**config.mk**
```make
export PLATFORM = sky130hd
export DESIGN_NAME = sensor_sdk_axi_copy_master
export DESIGN_NICKNAME = d
export VERILOG_FILES = /design/src/rtl/sensor_sdk_axi_copy_pkg.sv /design/src/rtl/sensor_sdk_axi_copy_master_buffer.sv /design/src/rtl/sensor_sdk_axi_copy_master.sv
export SDC_FILE = /design/constraint.sdc
export NUM_CORES = 1
export LEC_CHECK = 0
export ABC_AREA = 1
export CAP_MARGIN = 20
export CORE_UTILIZATION = 35
export CTS_CLUSTER_DIAMETER = 50
export DETAILED_ROUTE_END_ITERATION = 12
export GPL_TIMING_DRIVEN = 0
export PLACE_DENSITY_LB_ADDON = 0.2
export SYNTH_ARGS = -nofsm -noshare
export SYNTH_HDL_FRONTEND = slang
export SYNTH_SLANG_ARGS = --single-unit
```
**constraint.sdc**
```tcl
create_clock -name clk -period 7.4 [get_ports clk]
set_input_delay 1.11 -clock clk [delete_from_list [all_inputs] [get_ports clk]]
set_output_delay 1.11 -clock clk [all_outputs]
set_load 0.02 [all_outputs]
```
**src/rtl/sensor_sdk_axi_copy_pkg.sv**
```systemverilog
// Shared FSM states and AXI3 constants for the sensor SDK copy master.
package sensor_sdk_axi_copy_pkg;

    typedef logic [2:0] state_t;

    localparam state_t S_IDLE    = 3'd0;
    localparam state_t S_RD_ADDR = 3'd1;
    localparam state_t S_RD_DATA = 3'd2;
    localparam state_t S_WR_ADDR = 3'd3;
    localparam state_t S_WR_DATA = 3'd4;
    localparam state_t S_WR_RESP = 3'd5;
    localparam state_t S_DONE    = 3'd6;

    localparam logic [1:0] BURST_INCR = 2'b01;
    localparam logic [2:0] SIZE_4B    = 3'd2;
    localparam logic [1:0] RESP_OKAY  = 2'b00;

    localparam int PAGE_WORDS = 1024;

endpackage

```
**src/rtl/sensor_sdk_axi_copy_master_buffer.sv**
```systemverilog
// sensor_sdk_copy_burst_buffer: FWFT FIFO holding one read burst
// until it is written back out.
module sensor_sdk_copy_burst_buffer #(
    parameter int DEPTH   = 16,
    parameter int BW_DATA = 32
) (
    input  logic               clk,
    input  logic               rstnn,
    input  logic               clear,
    input  logic               push,
    input  logic [BW_DATA-1:0] push_data,
    input  logic               pop,
    output logic [BW_DATA-1:0] pop_data,
    output logic               empty,
    output logic               full
);

    localparam int AW = (DEPTH > 1) ? $clog2(DEPTH) : 1;
    localparam int CW = $clog2(DEPTH + 1);

    logic [BW_DATA-1:0] mem [DEPTH];
    logic [AW-1:0]      wr_ptr;
    logic [AW-1:0]      rd_ptr;
    logic [CW-1:0]      count;
    logic               do_push;
    logic               do_pop;

    function automatic logic [AW-1:0] nxt(input logic [AW-1:0] p);
        return (p == AW'(DEPTH - 1)) ? '0 : p + 1'b1;
    endfunction

    assign empty    = (count == '0);
    assign full     = (count == CW'(DEPTH));
    assign do_push  = push && !full;
    assign do_pop   = pop && !empty;
    assign pop_data = mem[rd_ptr];

    always_ff @(posedge clk) begin
        if (do_push) mem[wr_ptr] <= push_data;
    end

    always_ff @(posedge clk or negedge rstnn) begin
        if (!rstnn) begin
            wr_ptr <= '0;
            rd_ptr <= '0;
            count  <= '0;
        end else if (clear) begin
            wr_ptr <= '0;
            rd_ptr <= '0;
            count  <= '0;
        end else begin
            if (do_push) wr_ptr <= nxt(wr_ptr);
            if (do_pop) rd_ptr <= nxt(rd_ptr);
            if (do_push && !do_pop) count <= count + 1'b1;
            else if (do_pop && !do_push) count <= count - 1'b1;
        end
    end

endmodule

```
**src/rtl/sensor_sdk_axi_copy_master.sv**
```systemverilog
// AXI3 word-copy initiator: read burst into buffer, write it back out.
// Optional fill mode (no reads) under SENSOR_SDK_AXI_COPY_FILL_EN.
module sensor_sdk_axi_copy_master
    import sensor_sdk_axi_copy_pkg::*;
#(
    parameter int BW_ADDR    = 32,
    parameter int BW_DATA    = 32,
    parameter int BW_AXI_TID = 4,
    parameter int MAX_BURST  = 16
) (
    input  logic                  clk,
    input  logic                  rstnn,
    input  logic                  cmd_valid,
    output logic                  cmd_ready,
    input  logic [BW_ADDR-1:0]    cmd_src,
    input  logic [BW_ADDR-1:0]    cmd_dst,
    input  logic [15:0]           cmd_num_word,
    input  logic                  cmd_fill,
    input  logic [BW_DATA-1:0]    cmd_pattern,
    output logic                  done,
    output logic                  error,
    output logic [BW_AXI_TID-1:0] sxawid,
    output logic [BW_ADDR-1:0]    sxawaddr,
    output logic [3:0]            sxawlen,
    output logic [2:0]            sxawsize,
    output logic [1:0]            sxawburst,
    output logic                  sxawvalid,
    input  logic                  sxawready,
    output logic [BW_AXI_TID-1:0] sxwid,
    output logic [BW_DATA-1:0]    sxwdata,
    output logic [BW_DATA/8-1:0]  sxwstrb,
    output logic                  sxwlast,
    output logic                  sxwvalid,
    input  logic                  sxwready,
    input  logic [BW_AXI_TID-1:0] sxbid,
    input  logic [1:0]            sxbresp,
    input  logic                  sxbvalid,
    output logic                  sxbready,
    output logic [BW_AXI_TID-1:0] sxarid,
    output logic [BW_ADDR-1:0]    sxaraddr,
    output logic [3:0]            sxarlen,
    output logic [2:0]            sxarsize,
    output logic [1:0]            sxarburst,
    output logic                  sxarvalid,
    input  logic                  sxarready,
    input  logic [BW_AXI_TID-1:0] sxrid,
    input  logic [BW_DATA-1:0]    sxrdata,
    input  logic [1:0]            sxrresp,
    input  logic                  sxrlast,
    input  logic                  sxrvalid,
    output logic                  sxrready
);

`ifdef SENSOR_SDK_AXI_COPY_FILL_EN
    localparam bit FILL_ON = 1'b1;
`else
    localparam bit FILL_ON = 1'b0;
`endif

    state_t             state;
    logic [BW_ADDR-1:0] src;
    logic [BW_ADDR-1:0] dst;
    logic [15:0]        remaining;
    logic               fill_q;
    logic [BW_DATA-1:0] pattern_q;
    logic               err_q;
    logic               rd_err;
    logic [4:0]         wcnt;
    logic [4:0]         beats;
    logic [3:0]         len;
    logic [10:0]        src_room;
    logic [10:0]        dst_room;
    logic               last_beat;
    logic               ar_on;
    logic               aw_on;
    logic               w_on;
    logic [BW_DATA-1:0] buf_head;
    logic               buf_empty;
    logic               buf_full;
    logic               accept;
    logic               unused_sig;

    // Burst never crosses a 4 KB page on either the read or write side.
    always_comb begin
        src_room = 11'(PAGE_WORDS) - {1'b0, src[11:2]};
        dst_room = 11'(PAGE_WORDS) - {1'b0, dst[11:2]};
        beats = (remaining > 16'(MAX_BURST)) ? 5'(MAX_BURST) : remaining[4:0];
        if (11'(beats) > src_room) beats = src_room[4:0];
        if (11'(beats) > dst_room) beats = dst_room[4:0];
    end

    assign len       = 4'(beats - 5'd1);
    assign last_beat = (wcnt == beats - 5'd1);
    assign accept    = (state == S_IDLE) && cmd_valid;
    assign ar_on     = (state == S_RD_ADDR);
    assign aw_on     = (state == S_WR_ADDR);
    assign w_on      = (state == S_WR_DATA);

    always_ff @(posedge clk or negedge rstnn) begin
        if (!rstnn) begin
            state     <= S_IDLE;
            src       <= '0;
            dst       <= '0;
            remaining <= '0;
            fill_q    <= 1'b0;
            pattern_q <= '0;
            err_q     <= 1'b0;
            rd_err    <= 1'b0;
            wcnt      <= '0;
        end else begin
            unique case (state)
                S_IDLE: if (cmd_valid) begin
                    src       <= {cmd_src[BW_ADDR-1:2], 2'b00};
                    dst       <= {cmd_dst[BW_ADDR-1:2], 2'b00};
                    remaining <= cmd_num_word;
                    fill_q    <= cmd_fill & FILL_ON;
                    pattern_q <= cmd_pattern;
                    err_q     <= 1'b0;
                    rd_err    <= 1'b0;
                    wcnt      <= '0;
                    if (cmd_num_word == 16'd0) state <= S_DONE;
                    else if (cmd_fill & FILL_ON) state <= S_WR_ADDR;
                    else state <= S_RD_ADDR;
                end
                S_RD_ADDR: if (sxarready) state <= S_RD_DATA;
                S_RD_DATA: if (sxrvalid) begin
                    if (sxrresp != RESP_OKAY) rd_err <= 1'b1;
                    // A faulty read burst is drained but never written.
                    if (sxrlast) begin
                        rd_err <= 1'b0;
                        if (rd_err || sxrresp != RESP_OKAY) begin
                            err_q <= 1'b1;
                            state <= S_DONE;
                        end else begin
                            state <= S_WR_ADDR;
                        end
                    end
                end
                S_WR_ADDR: if (sxawready) state <= S_WR_DATA;
                S_WR_DATA: if (sxwready) begin
                    if (last_beat) begin
                        wcnt  <= '0;
                        state <= S_WR_RESP;
                    end else begin
                        wcnt <= wcnt + 5'd1;
                    end
                end
                S_WR_RESP: if (sxbvalid) begin
                    src       <= src + BW_ADDR'({beats, 2'b00});
                    dst       <= dst + BW_ADDR'({beats, 2'b00});
                    remaining <= remaining - 16'(beats);
                    if (sxbresp != RESP_OKAY) err_q <= 1'b1;
                    if (remaining == 16'(beats) || sxbresp != RESP_OKAY)
                        state <= S_DONE;
                    else if (fill_q)
                        state <= S_WR_ADDR;
                    else
                        state <= S_RD_ADDR;
                end
                S_DONE: state <= S_IDLE;
                default: state <= S_IDLE;
            endcase
        end
    end

    sensor_sdk_copy_burst_buffer #(
        .DEPTH   (MAX_BURST),
        .BW_DATA (BW_DATA)
    ) u_buffer (
        .clk       (clk),
        .rstnn     (rstnn),
        .clear     (accept),
        .push      ((state == S_RD_DATA) && sxrvalid),
        .push_data (sxrdata),
        .pop       (w_on && sxwready && !fill_q),
        .pop_data  (buf_head),
        .empty     (buf_empty),
        .full      (buf_full)
    );

    assign cmd_ready = (state == S_IDLE);
    assign done      = (state == S_DONE);
    assign error     = err_q;

    assign sxarid    = '0;
    assign sxarvalid = ar_on;
    assign sxaraddr  = ar_on ? src : '0;
    assign sxarlen   = ar_on ? len : '0;
    assign sxarsize  = ar_on ? SIZE_4B : '0;
    assign sxarburst = ar_on ? BURST_INCR : '0;
    assign sxrready  = (state == S_RD_DATA);

    assign sxawid    = '0;
    assign sxawvalid = aw_on;
    assign sxawaddr  = aw_on ? dst : '0;
    assign sxawlen   = aw_on ? len : '0;
    assign sxawsize  = aw_on ? SIZE_4B : '0;
    assign sxawburst = aw_on ? BURST_INCR : '0;

    assign sxwid    = '0;
    assign sxwvalid = w_on;
    assign sxwdata  = w_on ? (fill_q ? pattern_q : buf_head) : '0;
    assign sxwstrb  = w_on ? '1 : '0;
    assign sxwlast  = w_on && last_beat;
    assign sxbready = (state == S_WR_RESP);

    assign unused_sig = ^{sxrid, sxbid, cmd_src[1:0], cmd_dst[1:0],
                          buf_empty, buf_full};

endmodule
```
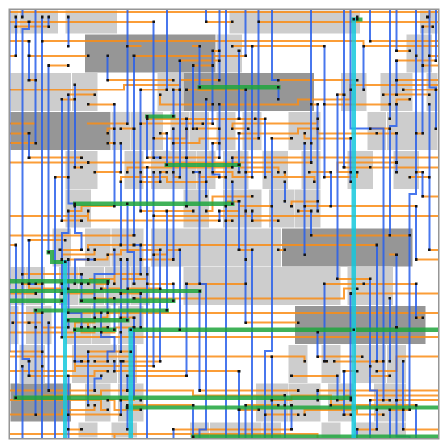
detail.png
Region (199, 56) to (229, 86) um. Cells in gray, sequential cells in the stronger gray; small squares are vias.
- metal 3: green
- metal 1: orange
- metal 4: cyan
- metal 2: blue
- most frequent: o21ai_0 (13), inv_1 (7), nor2_1 (6)
- sequential cells in the window: 5
- netlist names of flops here include: `remaining` (5)
- cells with their middle in the window: 67

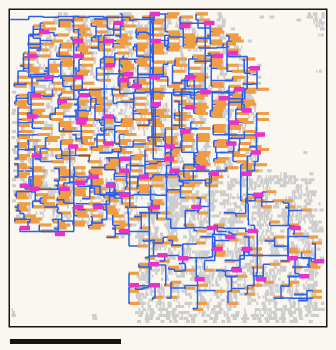
clk_routes.png
Scale bar: 100 um.
- clock drivers: magenta (count 83)
- clock wires: blue (length 8,170 um)
- flip-flops: orange (count 611)
- routed clock nets: 84
power share of the clock group: 32.7%
clock-net power: 0.00420 W

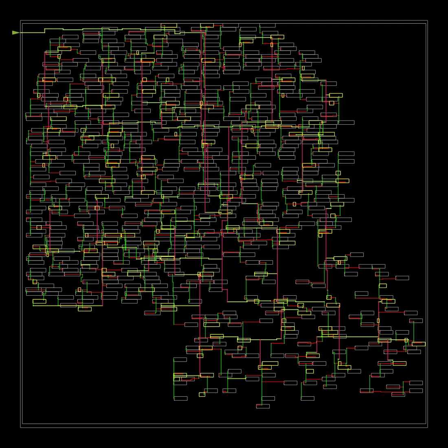
clocks.png
CLK BUF: 96
Num CTS Buffers: 83
flip-flops: 611
clk_skew: 0.0214 ns
Clock Sinks: 611

==> Slide: Implementation Results <==
Synthesis and Place & Route Summary

Logic synthesis
  – Yosys cell count: ~2,600
  – Xor/xnor share: under 10%
  – Most frequent cells after synthesis: edfxtp_1, nor2_1, o21ai_0, nand2_1, inv_1
  – Count of library flops with an enable pin: slightly above 500
  – Adder Area Share: roughly 1.9%
  – Simple share: 12.9%

Routing
  – Initial DRC count: around 2,500
  – DRC errors left: 0
  – Metal3 WL: 7620 um
  – WL/cell: 24.7 um
  – Via density: 5.53

Floorplan
  – Num rows: 103
  – Die height: 285 um

STA
  – Tcrit/Tclk final: 92.3%
  – Final hold vios: 0
  – RSZ-0062 raised after global routing: no
  – Fmax: 146 MHz
  – Setup violators final: 0
  – Pins Over Slew Limit: 0
  – Fin crit period: ~6.8 ns

Status
  – Status: complete, no violations

Critical path
  – Worst r2r dst: dst[31]$_DFFE_PN0P_
  – Worst path depth: 32
  – CP Max Fanout: 8
  – Family with the most delay on the worst path: simple AND/OR/NAND/NOR gates
  – Critical Path Source: remaining[13]$_DFFE_PN0P_
  – CP max stage delay: 0.40 ns

Finish
  – Largest regs: u_buffer.mem (512), dst (30), src (30)
  – Layout clock area frac: 8.28%
  – Logic Gate Count: 1,650
  – Proportion of layout cells with a drive suffix above 1: 9.56%

CTS
  – Setup bufs post-CTS: 0
  – Reg clk slew, reported paths: 0.06 ns

Power and ir drop
  – Comb pwr share: between 30% and 40%

Flow run
  – Max cap viols: 0

Place
  – Placed cells: 3,912
  – Hpwl dp: 68,500 um

GRT
  – Global route total overflow: 0
  – Gr busiest metal: met2
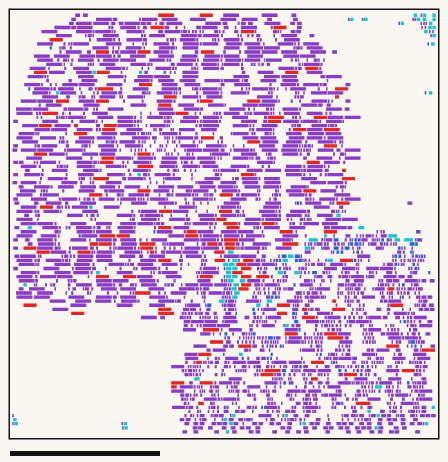
sizes.png
Scale bar: 100 um.
- _2 cells: blue (cells 85; most used nand2_2)
- _0 and _1 cells: purple (cells 2,725; most used edfxtp_1)
- _3 and _4 cells: cyan (cells 74; most used buf_4)
- _6 and larger: red (cells 129; most used clkbuf_16)
area grow syn2layout: 25.6%
post-route setup slack: 0.569 ns
Non-CTS buffers: 433
Finished Cell Area: 0.0352 mm2

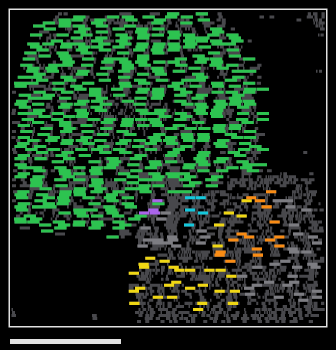
flops_by_reg.png
Scale bar: 100 um. Other sequential cells in the stronger gray, the rest of the logic in the fainter gray.
- `remaining`: orange (flops 16; where bottom right)
- `wcnt`: cyan (flops 5)
- `u_buffer.mem`: green (flops 512)
- `dst`: yellow (flops 30; where bottom middle)
- `u_buffer.rd_ptr`: purple (flops 4)
- not colored: 44
fraction of area in registers: 50.7%
sequential standard cell area: 0.0179 mm2
final core occ: 44.5%
Power Sequential: 0.00430 W

No activity file was given, so power comes from the tool's default toggle rates.
